==> src/rtl/memc_pkg.sv <==
// Shared types and constants for the multi-channel memory controller.
package memc_pkg;

    typedef enum logic [1:0] {
        ST_IDLE  = 2'd0,
        ST_ISSUE = 2'd1,
        ST_WAIT  = 2'd2,
        ST_RESP  = 2'd3
    } state_e;

    localparam int ARB_RR    = 0;
    localparam int ARB_FIXED = 1;

    // Width of the round-robin pointer; never narrower than one bit.
    function automatic int ptr_width(input int n);
        return (n <= 2) ? 1 : $clog2(n);
    endfunction

endpackage

==> src/rtl/memc_arb_if.sv <==
// Channel-side and RAM-side bundle of the memory controller.
// slave = controller view, master = requesters plus RAM.
interface memc_arb_if #(
    parameter int DATA_WIDTH = 8,
    parameter int ADDR_WIDTH = 12,
    parameter int NUM_CH     = 4
);
    logic [NUM_CH-1:0]            ch_rd_enable;
    logic [NUM_CH-1:0]            ch_wr_enable;
    logic [NUM_CH*ADDR_WIDTH-1:0] ch_addr;
    logic [NUM_CH*DATA_WIDTH-1:0] ch_wr_data;
    logic [NUM_CH-1:0]            ch_grant;
    logic [NUM_CH-1:0]            ch_rd_valid;
    logic [DATA_WIDTH-1:0]        ch_rd_data;
    logic                         busy;
    logic                         proto_err;
    logic                         bram_rd_enable;
    logic                         bram_wr_enable;
    logic [ADDR_WIDTH-1:0]        bram_addr;
    logic [DATA_WIDTH-1:0]        bram_wr_data;
    logic [DATA_WIDTH-1:0]        bram_rd_data;

    modport slave (
        input  ch_rd_enable, ch_wr_enable, ch_addr, ch_wr_data, bram_rd_data,
        output ch_grant, ch_rd_valid, ch_rd_data, busy, proto_err,
               bram_rd_enable, bram_wr_enable, bram_addr, bram_wr_data
    );

    modport master (
        output ch_rd_enable, ch_wr_enable, ch_addr, ch_wr_data, bram_rd_data,
        input  ch_grant, ch_rd_valid, ch_rd_data, busy, proto_err,
               bram_rd_enable, bram_wr_enable, bram_addr, bram_wr_data
    );
endinterface

==> src/rtl/memc_arb_rr_arbiter.sv <==
// Combinational one-hot arbiter: round-robin from ptr+1, or fixed
// priority with channel 0 highest when mode is set.
module rr_arbiter
    import memc_pkg::*;
#(
    parameter int NUM_CH = 4,
    parameter int PTR_W  = ptr_width(NUM_CH)
) (
    input  logic [NUM_CH-1:0] req,
    input  logic [PTR_W-1:0]  ptr,
    input  logic              mode,
    output logic [NUM_CH-1:0] gnt
);

    // Walk candidates in priority order; only constant bit indices are used.
    always_comb begin
        logic found;
        gnt   = '0;
        found = 1'b0;
        for (int k = 0; k < NUM_CH; k++) begin
            for (int j = 0; j < NUM_CH; j++) begin
                if (!found && req[j] &&
                    (mode ? (j == k) : (((int'(ptr) + 1 + k) % NUM_CH) == j))) begin
                    gnt[j] = 1'b1;
                    found  = 1'b1;
                end
            end
        end
    end

endmodule

==> src/rtl/memc_arb.sv <==
// Multi-channel single-port RAM controller: arbitrates NUM_CH requesters,
// issues one RAM access at a time and returns read data per channel.
module memc_arb
    import memc_pkg::*;
#(
    parameter int DATA_WIDTH = 8,
    parameter int ADDR_WIDTH = 12,
    parameter int NUM_CH     = 4,
    parameter int ARB_MODE   = ARB_RR
) (
    input  logic      clk,
    input  logic      reset,
    memc_arb_if.slave bus
);

    localparam int   PTR_W      = ptr_width(NUM_CH);
    localparam logic FIXED_MODE = (ARB_MODE == ARB_FIXED);

    state_e                state_q, state_d;
    logic [PTR_W-1:0]      ptr_q, ptr_d;
    logic [NUM_CH-1:0]     cur_q, cur_d;
    logic [NUM_CH-1:0]     grant_q, grant_d;
    logic [NUM_CH-1:0]     rd_valid_q, rd_valid_d;
    logic [DATA_WIDTH-1:0] rd_data_q, rd_data_d;
    logic [DATA_WIDTH-1:0] bram_wr_data_q, bram_wr_data_d;
    logic [ADDR_WIDTH-1:0] bram_addr_q, bram_addr_d;
    logic                  busy_q, busy_d;
    logic                  proto_err_q, proto_err_d;
    logic                  bram_rd_en_q, bram_rd_en_d;
    logic                  bram_wr_en_q, bram_wr_en_d;
    logic                  is_rd_q, is_rd_d;

    logic [NUM_CH-1:0]     req, win;
    logic [ADDR_WIDTH-1:0] win_addr;
    logic [DATA_WIDTH-1:0] win_data;
    logic [PTR_W-1:0]      win_idx;
    logic                  win_rd, win_wr;

    assign req = bus.ch_rd_enable | bus.ch_wr_enable;

    rr_arbiter #(.NUM_CH(NUM_CH), .PTR_W(PTR_W)) u_arb (
        .req  (req),
        .ptr  (ptr_q),
        .mode (FIXED_MODE),
        .gnt  (win)
    );

    // Select the winning channel's address, data and request type.
    always_comb begin
        win_addr = '0;
        win_data = '0;
        win_idx  = '0;
        win_rd   = 1'b0;
        win_wr   = 1'b0;
        for (int i = 0; i < NUM_CH; i++) begin
            if (win[i]) begin
                win_addr = bus.ch_addr[i*ADDR_WIDTH +: ADDR_WIDTH];
                win_data = bus.ch_wr_data[i*DATA_WIDTH +: DATA_WIDTH];
                win_idx  = PTR_W'(i);
                win_rd   = bus.ch_rd_enable[i];
                win_wr   = bus.ch_wr_enable[i];
            end
        end
    end

    // State register.
    always_ff @(posedge clk or negedge reset) begin
        if (!reset) state_q <= ST_IDLE;
        else        state_q <= state_d;
    end

    // Next state: writes return to IDLE after ISSUE, reads go through WAIT/RESP.
    always_comb begin
        state_d = state_q;
        case (state_q)
            ST_IDLE:  if (|req) state_d = ST_ISSUE;
            ST_ISSUE: state_d = is_rd_q ? ST_WAIT : ST_IDLE;
            ST_WAIT:  state_d = ST_RESP;
            ST_RESP:  state_d = ST_IDLE;
            default:  state_d = ST_IDLE;
        endcase
    end

    // Output/datapath next values; every port is driven from a flop.
    always_comb begin
        grant_d        = '0;
        rd_valid_d     = '0;
        bram_rd_en_d   = 1'b0;
        bram_wr_en_d   = 1'b0;
        bram_addr_d    = bram_addr_q;
        bram_wr_data_d = bram_wr_data_q;
        rd_data_d      = rd_data_q;
        ptr_d          = ptr_q;
        cur_d          = cur_q;
        is_rd_d        = is_rd_q;
        proto_err_d    = proto_err_q;
        busy_d         = (state_d != ST_IDLE);
        case (state_q)
            ST_IDLE: begin
                if (|req) begin
                    grant_d        = win;
                    cur_d          = win;
                    bram_addr_d    = win_addr;
                    bram_wr_data_d = win_data;
                    // rd+wr together counts as a write; the read is dropped
                    bram_wr_en_d   = win_wr;
                    bram_rd_en_d   = win_rd & ~win_wr;
                    is_rd_d        = win_rd & ~win_wr;
                    if (win_rd && win_wr) proto_err_d = 1'b1;
                    if (!FIXED_MODE) ptr_d = win_idx;
                end
            end
            ST_WAIT: begin
                rd_data_d  = bus.bram_rd_data;
                rd_valid_d = cur_q;
            end
            default: ;
        endcase
    end

    // Output and datapath registers; reset abandons any in-flight access.
    always_ff @(posedge clk or negedge reset) begin
        if (!reset) begin
            ptr_q          <= PTR_W'(NUM_CH - 1);
            cur_q          <= '0;
            grant_q        <= '0;
            rd_valid_q     <= '0;
            rd_data_q      <= '0;
            bram_wr_data_q <= '0;
            bram_addr_q    <= '0;
            busy_q         <= 1'b0;
            proto_err_q    <= 1'b0;
            bram_rd_en_q   <= 1'b0;
            bram_wr_en_q   <= 1'b0;
            is_rd_q        <= 1'b0;
        end else begin
            ptr_q          <= ptr_d;
            cur_q          <= cur_d;
            grant_q        <= grant_d;
            rd_valid_q     <= rd_valid_d;
            rd_data_q      <= rd_data_d;
            bram_wr_data_q <= bram_wr_data_d;
            bram_addr_q    <= bram_addr_d;
            busy_q         <= busy_d;
            proto_err_q    <= proto_err_d;
            bram_rd_en_q   <= bram_rd_en_d;
            bram_wr_en_q   <= bram_wr_en_d;
            is_rd_q        <= is_rd_d;
        end
    end

    assign bus.ch_grant       = grant_q;
    assign bus.ch_rd_valid    = rd_valid_q;
    assign bus.ch_rd_data     = rd_data_q;
    assign bus.busy           = busy_q;
    assign bus.proto_err      = proto_err_q;
    assign bus.bram_rd_enable = bram_rd_en_q;
    assign bus.bram_wr_enable = bram_wr_en_q;
    assign bus.bram_addr      = bram_addr_q;
    assign bus.bram_wr_data   = bram_wr_data_q;

endmodule

==> src/flat_wrapper.sv <==
// flat-port wrapper written by rule: the top's interface ports become plain ports
module memc_arb_flat import memc_pkg::*;
#(
    parameter int DATA_WIDTH = 8,
    parameter int ADDR_WIDTH = 12,
    parameter int NUM_CH     = 4,
    parameter int ARB_MODE   = ARB_RR
)
  (clk, reset, bus_ch_rd_enable, bus_ch_wr_enable, bus_ch_addr, bus_ch_wr_data, bus_bram_rd_data, bus_ch_grant, bus_ch_rd_valid, bus_ch_rd_data, bus_busy, bus_proto_err, bus_bram_rd_enable, bus_bram_wr_enable, bus_bram_addr, bus_bram_wr_data);
  memc_arb_if #(.DATA_WIDTH(DATA_WIDTH), .ADDR_WIDTH(ADDR_WIDTH), .NUM_CH(NUM_CH)) bus_i ();
  input  logic clk;
  input  logic reset;
  input wire logic [$bits(bus_i.ch_rd_enable)-1:0] bus_ch_rd_enable;
  input wire logic [$bits(bus_i.ch_wr_enable)-1:0] bus_ch_wr_enable;
  input wire logic [$bits(bus_i.ch_addr)-1:0] bus_ch_addr;
  input wire logic [$bits(bus_i.ch_wr_data)-1:0] bus_ch_wr_data;
  input wire logic [$bits(bus_i.bram_rd_data)-1:0] bus_bram_rd_data;
  output wire logic [$bits(bus_i.ch_grant)-1:0] bus_ch_grant;
  output wire logic [$bits(bus_i.ch_rd_valid)-1:0] bus_ch_rd_valid;
  output wire logic [$bits(bus_i.ch_rd_data)-1:0] bus_ch_rd_data;
  output wire logic [$bits(bus_i.busy)-1:0] bus_busy;
  output wire logic [$bits(bus_i.proto_err)-1:0] bus_proto_err;
  output wire logic [$bits(bus_i.bram_rd_enable)-1:0] bus_bram_rd_enable;
  output wire logic [$bits(bus_i.bram_wr_enable)-1:0] bus_bram_wr_enable;
  output wire logic [$bits(bus_i.bram_addr)-1:0] bus_bram_addr;
  output wire logic [$bits(bus_i.bram_wr_data)-1:0] bus_bram_wr_data;
  assign bus_i.ch_rd_enable = bus_ch_rd_enable;
  assign bus_i.ch_wr_enable = bus_ch_wr_enable;
  assign bus_i.ch_addr = bus_ch_addr;
  assign bus_i.ch_wr_data = bus_ch_wr_data;
  assign bus_i.bram_rd_data = bus_bram_rd_data;
  assign bus_ch_grant = bus_i.ch_grant;
  assign bus_ch_rd_valid = bus_i.ch_rd_valid;
  assign bus_ch_rd_data = bus_i.ch_rd_data;
  assign bus_busy = bus_i.busy;
  assign bus_proto_err = bus_i.proto_err;
  assign bus_bram_rd_enable = bus_i.bram_rd_enable;
  assign bus_bram_wr_enable = bus_i.bram_wr_enable;
  assign bus_bram_addr = bus_i.bram_addr;
  assign bus_bram_wr_data = bus_i.bram_wr_data;
  memc_arb #(.DATA_WIDTH(DATA_WIDTH), .ADDR_WIDTH(ADDR_WIDTH), .NUM_CH(NUM_CH), .ARB_MODE(ARB_MODE)) u_core (.clk(clk), .reset(reset), .bus(bus_i));
endmodule
==> config.mk <==
export PLATFORM = sky130hd
export DESIGN_NAME = memc_arb_flat
export DESIGN_NICKNAME = d
export VERILOG_FILES = /design/src/rtl/memc_pkg.sv /design/src/rtl/memc_arb_if.sv /design/src/rtl/memc_arb_rr_arbiter.sv /design/src/rtl/memc_arb.sv /design/src/flat_wrapper.sv
export SDC_FILE = /design/constraint.sdc
export NUM_CORES = 1
export LEC_CHECK = 0
export CAP_MARGIN = 20
export CORE_MARGIN = 3
export CORE_UTILIZATION = 41
export DETAILED_ROUTE_END_ITERATION = 10
export GPL_TIMING_DRIVEN = 0
export PLACE_DENSITY = 0.81
export SETUP_SLACK_MARGIN = 0.2
export SYNTH_ARGS = -nofsm -noshare
export SYNTH_HDL_FRONTEND = slang
export SYNTH_SLANG_ARGS = --single-unit
==> constraint.sdc <==
create_clock -name clk -period 2.1 [get_ports clk]
set_clock_uncertainty 0.1 [all_clocks]
set_input_delay 0.63 -clock clk [delete_from_list [all_inputs] [get_ports clk]]
set_output_delay 0.63 -clock clk [all_outputs]
set_load 0.01 [all_outputs]
==> Flow_metrics.wiki, run 1 <==
=== Physical design figures ===
{| class="wikitable"
! Metric !! Value
|-
| Run status || finished, final reports clean
|-
| Clock root buffer master || sky130_fd_sc_hd__clkbuf_8
|-
| Cells after Synth || 267
|-
| Dpl hpwl || 6740 um
|-
| Clock latency at the later pin of the worst-skew pair || 0.31 ns
|-
| Site Rows || 29
|-
| Finished Layout Cells || 520
|-
| Flop area || 0.00123 mm^2
|-
| FILL cells || 449
|-
| Most instantiated logic cell after routing || sky130_fd_sc_hd__clkdlybuf4s50_1
|-
| Sum Neg Setup Slack || 0 ns
|-
| Post-Synthesis Net Count || 365
|-
| Invs w/o clock || 4
|-
| Top sig layer || met4
|-
| TritonRoute pass-1 iters || 4
|-
| Total Power || 6.63 mW
|-
| Share of the cycle needed by the critical path after routing || 0.957
|-
| Switching portion of total power || 0.422
|-
| Total stage count of the critical path || 8
|-
| FFs w/ async S/R, synth || 1.00
|-
| Cell breakdown of the critical path || buf_6 > o41ai_4 > o221ai_4 > buf_6 > or2_4 > buf_12 > nor2_1 > o31ai_1
|-
| NetSw || 2.80 mW
|-
| Fraction of area in multi-input gates || 0.341
|-
| Bufs and invs on worst path || 3
|-
| Synthesis-stage register bit count || 49
|-
| Most area-hungry cell type in the Yosys netlist || sky130_fd_sc_hd__dfrtp_1
|-
| Highest-delay cell along the critical path || sky130_fd_sc_hd__o41ai_4
|-
| Worst setup path startpoint || bus_ch_wr_enable[0]
|-
| Power Internal || 3.83 mW
|-
| Total clock sinks || 49
|-
| Standby leakage power || 2.27 nW
|-
| Final hold slack || 0.206 ns
|-
| Share of final layout cell area taken by non-clock buffers || 0.375
|-
| Leading post-synthesis cells by cell area || sky130_fd_sc_hd__dfrtp_1, sky130_fd_sc_hd__a221oi_2, sky130_fd_sc_hd__o31ai_2
|-
| Met2 Use GR || 0.428
|-
| Fraction of layout cells with a size suffix above 1 || 0.345
|-
| Global route overflow || 0
|-
| Classification of the worst-slack hold path || primary input to asynchronous set/reset pin
|-
| Reg2Reg Launch Point || u_core.ptr_q[1]
|-
| CTS max path bufs || 2
|-
| Final max-slew violation count || 0
|-
| Area share of the largest cell type after synthesis || 0.417
|-
| Share of the yosys chip area belonging to registers || 0.435
|-
| Met2 wire length || 5230 um
|-
| Hold buffer count at CTS || 0
|-
| Met3 layer wire length in the routed design || 801 um
|-
| Multi-input logic area || 0.00172 mm^2
|-
| Kind of start point of the critical path || primary input
|-
| Area overhead of the layout relative to synthesis || 79.0%
|-
| End point of the critical path || u_core.bus.bram_addr[6]
|-
| Via count of the first global-routing pass || 2,928
|-
| Count of endpoints failing hold in the final timing report || 0
|-
| Setup violation total in the final timing report || 0
|-
| Wire length of the first global-routing pass || 14,500 um
|-
| IO Port Bufs || 137
|-
| Crit path largest cell delay || 0.38 ns
|-
| Most utilized layer in the global route result || met2
|-
| Met1 layer usage reported by global route || 0.291
|-
| Starting utilization of the core area || 0.434
|-
| Tool warnings || 29
|-
| Clock period minus worst slack || 2.01 ns
|-
| Full die area || 0.00791 mm^2
|-
| Number of distinct library cell variants in the gate-level netlist after synthesis || 43
|-
| Synth Area per Inst || 10.6 um^2
|-
| Utilization after layout || 0.778
|-
| Antenna diodes || 0
|-
| Area of the core region || 0.00649 mm^2
|-
| Max Cap Viol || 0
|-
| DRC violation count after routing || 0
|-
| Yosys Instances || 267
|-
| Non-clock buffers || 188
|-
| Count of boundary I/O pins || 138
|-
| H-tree depth || 2
|-
| Avg Vias per Cell || 5.58
|-
| Clock-pin transition on the worst setup and hold timing paths || 0.11 ns
|-
| Power group with the largest share || combinational cells
|-
| Number of gates resized after cts || 114
|-
| Cell type group with the largest total delay on the critical path || AND-OR/OR-AND gates
|-
| Number of cells on the worst reg-to-reg path || 9
|-
| Largest voltage drop on the vdd net || 0.000685 V
|-
| ClkCell Share || 0.0186
|-
| Power density over the cells || 1310 mW/mm^2
|-
| Endpoint kind of the worst setup timing path || register
|-
| Crit Path Class || primary input to register
|-
| Number of well-tap cells placed || 77
|-
| Multi-input gate count || 194
|-
| Die height || 89.0 um
|-
| Average wire per cell in the routed design || 19.6 um
|-
| Sequential group share of total power || 0.231
|-
| Top class by area || non-clock buffers
|-
| Power of the sequential group || 1.53 mW
|-
| Area reported by Yosys stat || 0.00282 mm^2
|-
| Seq/total area || 0.243
|-
| Count of clock-net buffers in the final layout || 5
|-
| Comb pwr || 4.49 mW
|-
| Transition time at the pin with the least slew margin || 0.591 ns
|-
| Maximum number of pins on one net before global-route repair || 28
|-
| Register-to-register setup slack || 0.11 ns
|-
| Horizontal extent of the die || 89.0 um
|-
| Worst relative slew slack || 0.606
|-
| ANT nets after route || 0
|-
| Most common flop cell mapped by yosys || sky130_fd_sc_hd__dfrtp_1
|-
| Antenna violations before repair || 0
|-
| Cell with the most instances after synthesis || sky130_fd_sc_hd__dfrtp_1
|-
| Area of the mapped netlist || 0.00282 mm^2
|-
| Placed cell area || 0.00439 mm^2
|-
| Most prevalent standard cell on the critical path || sky130_fd_sc_hd__buf_6
|-
| Worst Slack Setup Final || 0.0907 ns
|-
| Largest fanout of any net on the critical path || 10
|-
| Initial drt markers || 99
|-
| Maximum frequency from static timing analysis || 498 MHz
|-
| Clk network pwr share || 0.091
|-
| Post-route design area || 0.00505 mm^2
|-
| Most numerous logic cells after layout || sky130_fd_sc_hd__clkdlybuf4s50_1, sky130_fd_sc_hd__dfrtp_1, sky130_fd_sc_hd__dlygate4sd2_1
|-
| Post-Place Worst Slack || -0.803 ns
|-
| Data arrival time of the critical path || 2.11 ns
|-
| Final GP Congestion || 0.856
|-
| Global Route Usage Sum || 0.237
|-
| Count of buffers added by post-CTS timing repair for setup || 10
|-
| CTS tree || built
|-
| Clock network power || 603 uW
|-
| Aggregate routed wire length || 10,200 um
|-
| Number of synthesized flops with an enable pin || 0
|}
==> run 1: registers in the layout (all words and copies together) (netlist names) <==
name	flops
u_core.bus.bram_addr	12
u_core.bus.bram_wr_data	8
u_core.bus.ch_rd_data	8
u_core.bus.ch_grant	4
u_core.bus.ch_rd_valid	4
u_core.cur_q	4
u_core.ptr_q	2
u_core.state_q	2
u_core.bus.bram_rd_enable	1
u_core.bus.bram_wr_enable	1
u_core.bus.busy	1
u_core.bus.proto_err	1
u_core.is_rd_q	1
==> run 1: cell families after synthesis <==
family,count (synthesis),share of synthesized area
DFF,49,0.435
AOI/OAI and AO/OA,91,0.324
and+or+nand+nor,103,0.189
buffers and inverters,24,0.0514
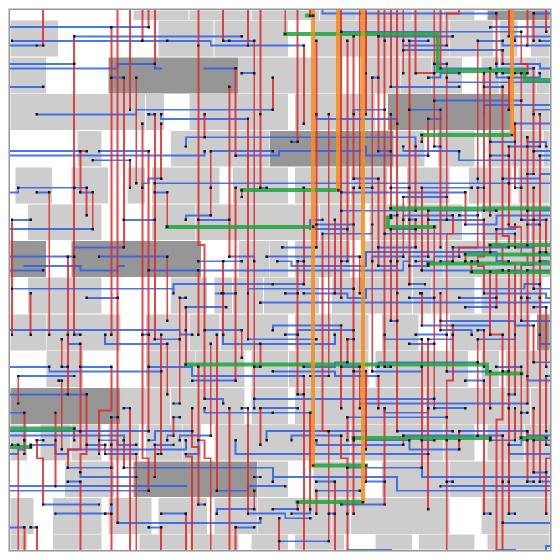
Run 1: zoomed window
Window x 24 to 64, y 7 to 47 um. Cells in grey, sequential cells in the stronger grey; small squares are vias.
M1: in blue. M2: in red. M3: in green. M4: in orange.
Sequential cells in the window: 6. 115 logic cells have their middle in the window. Most frequent: buf_4 (16), clkdlybuf4s50_1 (7). Netlist names of flops here include `u_core.bus.bram_wr_data` (2), `u_core.ptr_q` (2).

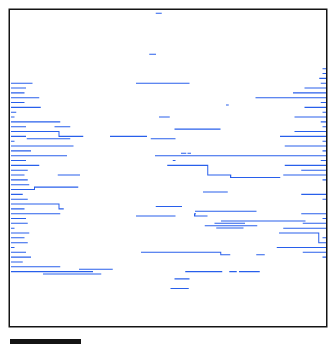
Run 1: metal 3
Bar = 20 um.
97 nets have wire on it. The longest straight run is 47.8 um.
Via Count: 2,902
Global Route met3 Usage: 0.0535

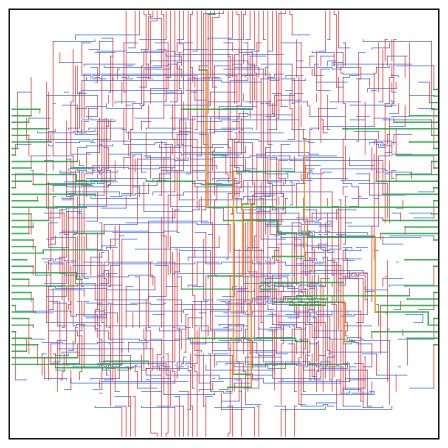
Run 1: routed metal, one colour a layer
M1: in blue, wire length 4,010 um. M3: in green, wire length 801 um. M4: in orange, wire length 172 um. M2: in red, wire length 5,230 um.

--- run 2 (diff from run 1) ---
Settings changed: CORE_ASPECT_RATIO from default to 1.1, MAX_ROUTING_LAYER from default to met4.
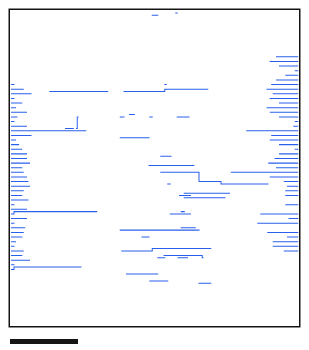
Run 2: metal 3
Bar = 20 um.
Global Route met3 Usage: 0.0529
Via Count: 2,917

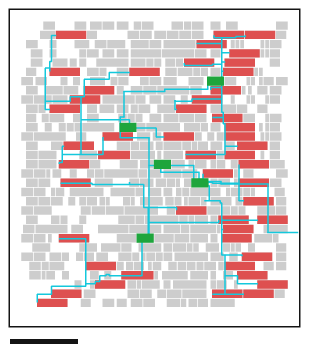
Run 2: clock wires, drivers and flops
Bar = 20 um.
clock-net drivers: in green, count 5. clock wires: in cyan, length 652 um. flip-flops: in red, count 49.
There are 6 routed clock nets. Position of the flops: widely spread.
clock latency at the later pin of the worst-skew pair: 0.32 ns
Clk network pwr share: 0.085
clock network power: 593 uW

==> run 2 against run 1 <==
Sequential power about the same. Register-to-register slack barely moved. Core utilization grew 0.74 points. Flip-flop count is the same. Final cell count grew 1.7%. Design area grew 3.1%. Synthesized cell count did not move. Worst setup slack improved by 0.016 ns. Via count rose by 0.52%.
==> Flow_metrics.wiki, run 2 <==
=== Physical design figures ===
{| class="wikitable"
! Metric !! Value
|-
| Share of the yosys chip area belonging to registers || 0.435
|-
| Total Power || 7.00 mW
|-
| Post-Place Worst Slack || -0.793 ns
|-
| Largest fanout of any net on the critical path || 5
|-
| Number of cells on the worst reg-to-reg path || 7
|-
| IO Port Bufs || 137
|-
| Non-clock buffers || 191
|-
| Multi-input gate count || 195
|-
| Most common flop cell mapped by yosys || sky130_fd_sc_hd__dfrtp_1
|-
| Worst Slack Setup Final || 0.106 ns
|-
| Crit Path Class || primary input to register
|-
| Number of well-tap cells placed || 82
|-
| Utilization after layout || 0.785
|-
| Total clock sinks || 49
|-
| Crit path largest cell delay || 0.41 ns
|-
| Area overhead of the layout relative to synthesis || 84.6%
|-
| Data arrival time of the critical path || 2.10 ns
|-
| Fraction of layout cells with a size suffix above 1 || 0.349
|-
| Number of gates resized after cts || 142
|-
| Comb pwr || 4.85 mW
|-
| Area fraction in xor and xnor cells || 0
|-
| Power group with the largest share || combinational cells
|-
| Share of final layout cell area taken by non-clock buffers || 0.380
|-
| Seq/total area || 0.236
|-
| Cell breakdown of the critical path || buf_8 > nor2_1 > o21ai_0 > a21boi_0 > a2111oi_4 > o41ai_1
|-
| Final hold slack || 0.160 ns
|-
| Reg2Reg Launch Point || u_core.ptr_q[1]
|-
| Area reported by Yosys stat || 0.00282 mm^2
|-
| Global route overflow || 0
|-
| Global Route Usage Sum || 0.258
|-
| Die height || 93.0 um
|-
| Cell with the most instances after synthesis || sky130_fd_sc_hd__dfrtp_1
|-
| Post-route design area || 0.00521 mm^2
|-
| Total stage count of the critical path || 6
|-
| Standby leakage power || 2.27 nW
|-
| Final max-slew violation count || 0
|-
| Starting utilization of the core area || 0.425
|-
| Clock-pin transition on the worst setup and hold timing paths || 0.11 ns
|-
| Count of boundary I/O pins || 138
|-
| Run status || finished, final reports clean
|-
| Avg Vias per Cell || 5.51
|-
| Yosys Instances || 267
|-
| Final GP Congestion || 0.874
|-
| Initial drt markers || 136
|-
| Most area-hungry cell type in the Yosys netlist || sky130_fd_sc_hd__dfrtp_1
|-
| Antenna diodes || 0
|-
| Average wire per cell in the routed design || 19.9 um
|-
| Share of the cycle needed by the critical path after routing || 0.949
|-
| Most numerous logic cells after layout || sky130_fd_sc_hd__clkdlybuf4s50_1, sky130_fd_sc_hd__dfrtp_1, sky130_fd_sc_hd__dlygate4sd2_1
|-
| Horizontal extent of the die || 85.1 um
|-
| Switching portion of total power || 0.419
|-
| FFs w/ async S/R, synth || 1.00
|-
| Via count of the first global-routing pass || 3,042
|-
| Maximum frequency from static timing analysis || 502 MHz
|-
| Largest voltage drop on the vdd net || 0.000746 V
|-
| Area of the mapped netlist || 0.00282 mm^2
|-
| NetSw || 2.93 mW
|-
| Sum Neg Setup Slack || 0 ns
|-
| Site Rows || 31
|-
| FILL cells || 422
|-
| Clock root buffer master || sky130_fd_sc_hd__clkbuf_8
|-
| Count of endpoints failing hold in the final timing report || 0
|-
| Maximum number of pins on one net before global-route repair || 31
|-
| Setup violation total in the final timing report || 0
|-
| Leading post-synthesis cells by cell area || sky130_fd_sc_hd__dfrtp_1, sky130_fd_sc_hd__a221oi_2, sky130_fd_sc_hd__o31ai_2
|-
| Clock period minus worst slack || 1.99 ns
|-
| Power of the sequential group || 1.55 mW
|-
| End point of the critical path || u_core.bus.proto_err
|-
| Most utilized layer in the global route result || met2
|-
| Highest-delay cell along the critical path || sky130_fd_sc_hd__nor2_1
|-
| Flop area || 0.00123 mm^2
|-
| Multi-input logic area || 0.00179 mm^2
|-
| Synth Area per Inst || 10.6 um^2
|-
| Count of buffers added by post-CTS timing repair for setup || 14
|-
| Synthesis-stage register bit count || 49
|-
| Finished Layout Cells || 529
|-
| Power Internal || 4.06 mW
|-
| Wire length of the first global-routing pass || 15,600 um
|-
| ClkCell Share || 0.0173
|-
| Endpoint kind of the worst setup timing path || register
|-
| AND-OR/OR-AND share of the synthesized area || 0.324
|-
| Post-Synthesis Net Count || 365
|-
| Tool warnings || 29
|-
| Sequential group share of total power || 0.222
|}
run 2: cell counts after synthesis:
Identical to the previous run, type by type.
run 2: how the worst min path moves through the flow:
stage	start	endpoint	slack, ns	cells past startpoint
finish	reset	u_core.cur_q[0]	0.16	1
CTS	reset	u_core.cur_q[0]	0.18	1
global placement	u_core.cur_q[0]	u_core.cur_q[0]	0.35	1
detailed placement	u_core.cur_q[0]	u_core.cur_q[0]	0.36	1
global route	reset	u_core.cur_q[0]	0.20	1
floorplan	reset	u_core.bus.bram_addr[0]	0.23	0
run 2: metal layers:
layer / up-vias / part of all wire
met2: 128 / 0.52
met5: - / 0
met3: 19 / 0.065
met4: 0 / 0.022
li1: 1359 / -
met1: 1411 / 0.39
--- run 3 (diff from run 2) ---
Settings changed: ABC_AREA from default to 1, RECOVER_POWER from default to 25.
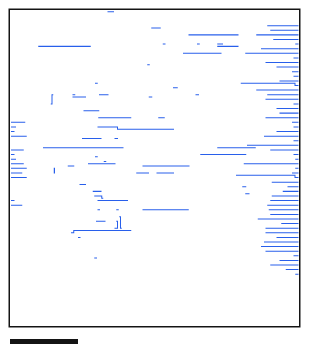
Run 3: metal 3
Bar = 20 um.
The layer holds 6.6% of the routed length. The layer carries 671 um of wire.
aggregate routed wire length: 10,200 um
Via Count: 3,224

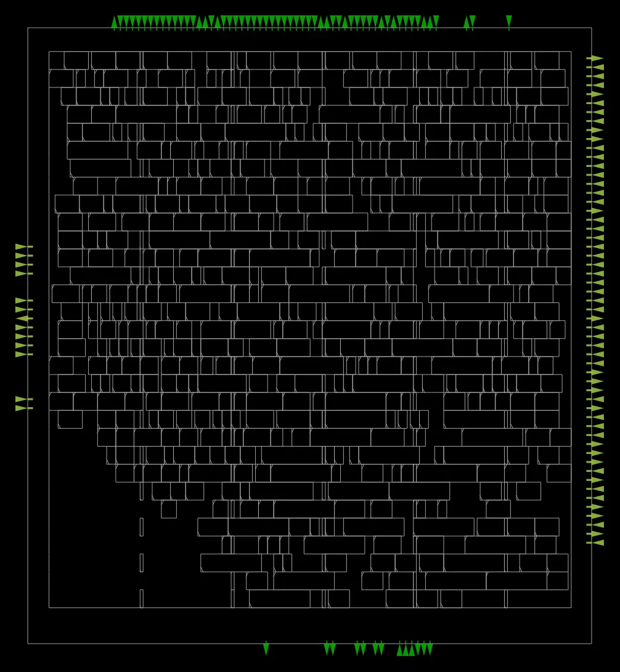
Run 3: cell placement
utilization after layout: 0.757
number of well-tap cells placed: 82
count of flip-flops and latches: 49
Finished Layout Cells: 630
area of the core region: 0.00667 mm^2

==> run 3 against run 2 <==
The flow now finishes with violations (negative setup slack). Critical path type unchanged. Worst hold slack gained 0.24 ns. Core utilization fell by 2.8 points. Final cell count is 19% higher. Area after synthesis grew 0.84%. Largest cell class unchanged.
==> Flow_metrics.wiki, run 3 <==
=== Physical design figures ===
{| class="wikitable"
! Metric !! Value
|-
| Run status || finished, violations left
|-
| Failing checks || negative setup slack
|-
| Count of endpoints failing hold in the final timing report || 0
|-
| H-tree depth || 2
|-
| Clock latency at the later pin of the worst-skew pair || 0.31 ns
|-
| Non-clock buffers || 194
|-
| Largest voltage drop on the vdd net || 0.000809 V
|-
| TritonRoute pass-1 iters || 4
|-
| Hold buffer count at CTS || 0
|-
| Total stage count of the critical path || 16
|-
| Met2 wire length || 5310 um
|-
| ClkCell Share || 0.0186
|-
| CTS tree || built
|-
| Bufs and invs on worst path || 5
|-
| Met2 Use GR || 0.437
|-
| Power density over the cells || 1500 mW/mm^2
|-
| Area reported by Yosys stat || 0.00285 mm^2
|-
| Setup violation total in the final timing report || 32
|-
| Via count of the first global-routing pass || 3,296
|-
| Classification of the worst-slack hold path || primary input to asynchronous set/reset pin
|-
| Worst setup path startpoint || bus_ch_wr_enable[1]
|-
| Largest fanout of any net on the critical path || 7
|-
| Area overhead of the layout relative to synthesis || 77.6%
|-
| Crit Path Class || primary input to register
|-
| Number of cells on the worst reg-to-reg path || 14
|-
| Met1 layer usage reported by global route || 0.301
|-
| Full die area || 0.00798 mm^2
|-
| Average wire per cell in the routed design || 16.1 um
|-
| Horizontal extent of the die || 85.4 um
|-
| Mux share || 0.0317
|-
| Placed cell area || 0.00439 mm^2
|-
| Invs w/o clock || 35
|-
| Starting utilization of the core area || 0.426
|-
| Yosys Instances || 360
|-
| Most area-hungry cell type in the Yosys netlist || sky130_fd_sc_hd__dfrtp_1
|-
| Antenna violations before repair || 0
|-
| Clock root buffer master || sky130_fd_sc_hd__clkbuf_8
|-
| Area share of the largest cell type after synthesis || 0.413
|-
| Cell with the most instances after synthesis || sky130_fd_sc_hd__nand2_1
|-
| FILL cells || 471
|-
| Worst Slack Setup Final || -0.409 ns
|-
| Cells after Synth || 360
|-
| Register-to-register setup slack || -0.41 ns
|-
| Most utilized layer in the global route result || met2
|-
| Multi-input logic area || 0.00168 mm^2
|-
| Global route overflow || 0
|-
| Area fraction in xor and xnor cells || 0
|-
| Antenna diodes || 0
|-
| AND-OR/OR-AND share of the synthesized area || 0.0189
|-
| Share of final layout cell area taken by non-clock buffers || 0.358
|-
| Global Route met3 Usage || 0.0529
|-
| Comb area leader || simple AND/OR/NAND/NOR gates
|-
| Sum of routed wire segments on met1 || 3850 um
|-
| Number of cells in the design after placement || 580
|-
| Max Cap Viol || 0
|-
| FFs w/ async S/R, synth || 1.00
|-
| Cell breakdown of the critical path || clkdlybuf4s15_2 > nor2_4 > inv_4 > nand2_2 > and2_4 > nand4_1 > buf_4 > nand4_1 > nand3_1 > inv_1 > nand2_4 > buf_6 > nand2_4 > nand3_2 > nand2_1 > nand3_1
|-
| Highest-delay cell along the critical path || sky130_fd_sc_hd__clkdlybuf4s15_2
|-
| Worst relative slew slack || 0.256
|-
| Share of the cycle needed by the critical path after routing || 1.19
|-
| Initial drt markers || 176
|-
| Number of synthesized flops with an enable pin || 0
|-
| Flop area || 0.00123 mm^2
|-
| Sum Neg Setup Slack || -10.98 ns
|-
| Final GP Congestion || 0.870
|-
| Number of distinct library cell variants in the gate-level netlist after synthesis || 31
|-
| Dpl hpwl || 7010 um
|-
| Synth Area per Inst || 7.90 um^2
|-
| Leading post-synthesis cells by cell area || sky130_fd_sc_hd__dfrtp_1, sky130_fd_sc_hd__nand2_1, sky130_fd_sc_hd__nand3_1
|-
| Total Power || 7.60 mW
|-
| Cell type group with the largest total delay on the critical path || simple AND/OR/NAND/NOR gates
|-
| Area fraction in and, or, nand and nor cells || 0.437
|-
| Global Route Usage Sum || 0.260
|-
| Number of flip-flops under the largest register name || 12
|-
| Final hold slack || 0.396 ns
|-
| Transition time at the pin with the least slew margin || 1.12 ns
|-
| End point of the critical path || u_core.bus.bram_wr_data[1]
|-
| CTS max path bufs || 2
|-
| Count of buffers added by post-CTS timing repair for setup || 35
|-
| Maximum frequency from static timing analysis || 399 MHz
|-
| Total clock sinks || 49
|-
| Top sig layer || met4
|-
| Crit path largest cell delay || 0.22 ns
|-
| Post-Place Worst Slack || -1.02 ns
|-
| Site Rows || 31
|-
| Number of buffers created by CTS || 5
|-
| Post-Synth Adder-Cell Area || 0
|-
| Die height || 93.4 um
|-
| IO Port Bufs || 137
|-
| Avg Vias per Cell || 5.12
|-
| Post-Synthesis Net Count || 458
|-
| Maximum number of pins on one net before global-route repair || 29
|-
| Post-route design area || 0.00505 mm^2
|-
| Most instantiated logic cell after routing || sky130_fd_sc_hd__nand2_1
|-
| Met3 layer wire length in the routed design || 670 um
|-
| ANT nets after route || 0
|-
| Endpoint kind of the worst setup timing path || register
|-
| Most numerous logic cells after layout || sky130_fd_sc_hd__nand2_1, sky130_fd_sc_hd__clkdlybuf4s50_1, sky130_fd_sc_hd__dfrtp_1
|-
| Final max-slew violation count || 0
|-
| Seq/total area || 0.243
|-
| Data arrival time of the critical path || 2.60 ns
|-
| Wire length of the first global-routing pass || 15,900 um
|-
| Clock period minus worst slack || 2.51 ns
|-
| Synthesis-stage register bit count || 49
|-
| Count of clock-net buffers in the final layout || 5
|}
run 3: cell count changes in the layout (fill, tap and decap cells not counted), moves of 14 or more:
cell	delta
sky130_fd_sc_hd__nand3_2	+25
sky130_fd_sc_hd__nand2_4	+19
sky130_fd_sc_hd__a31oi_1	-19
sky130_fd_sc_hd__nand2_2	+35
sky130_fd_sc_hd__inv_1	+21
sky130_fd_sc_hd__o31ai_2	-14
sky130_fd_sc_hd__nand2_1	+76
sky130_fd_sc_hd__nand3_1	+22
sky130_fd_sc_hd__nor2_2	-14
sky130_fd_sc_hd__buf_4	+16
sky130_fd_sc_hd__and2_1	-24
run 3: power by group:
group	total, mW	switching [mW]	leakage, nW	internal [mW]
registers	1.62	0.216	0.603	1.40
logic	5.40	3.00	1.97	2.40
clock network	0.581	0.340	0.0447	0.241
Power is estimated from default activity; no workload was simulated.
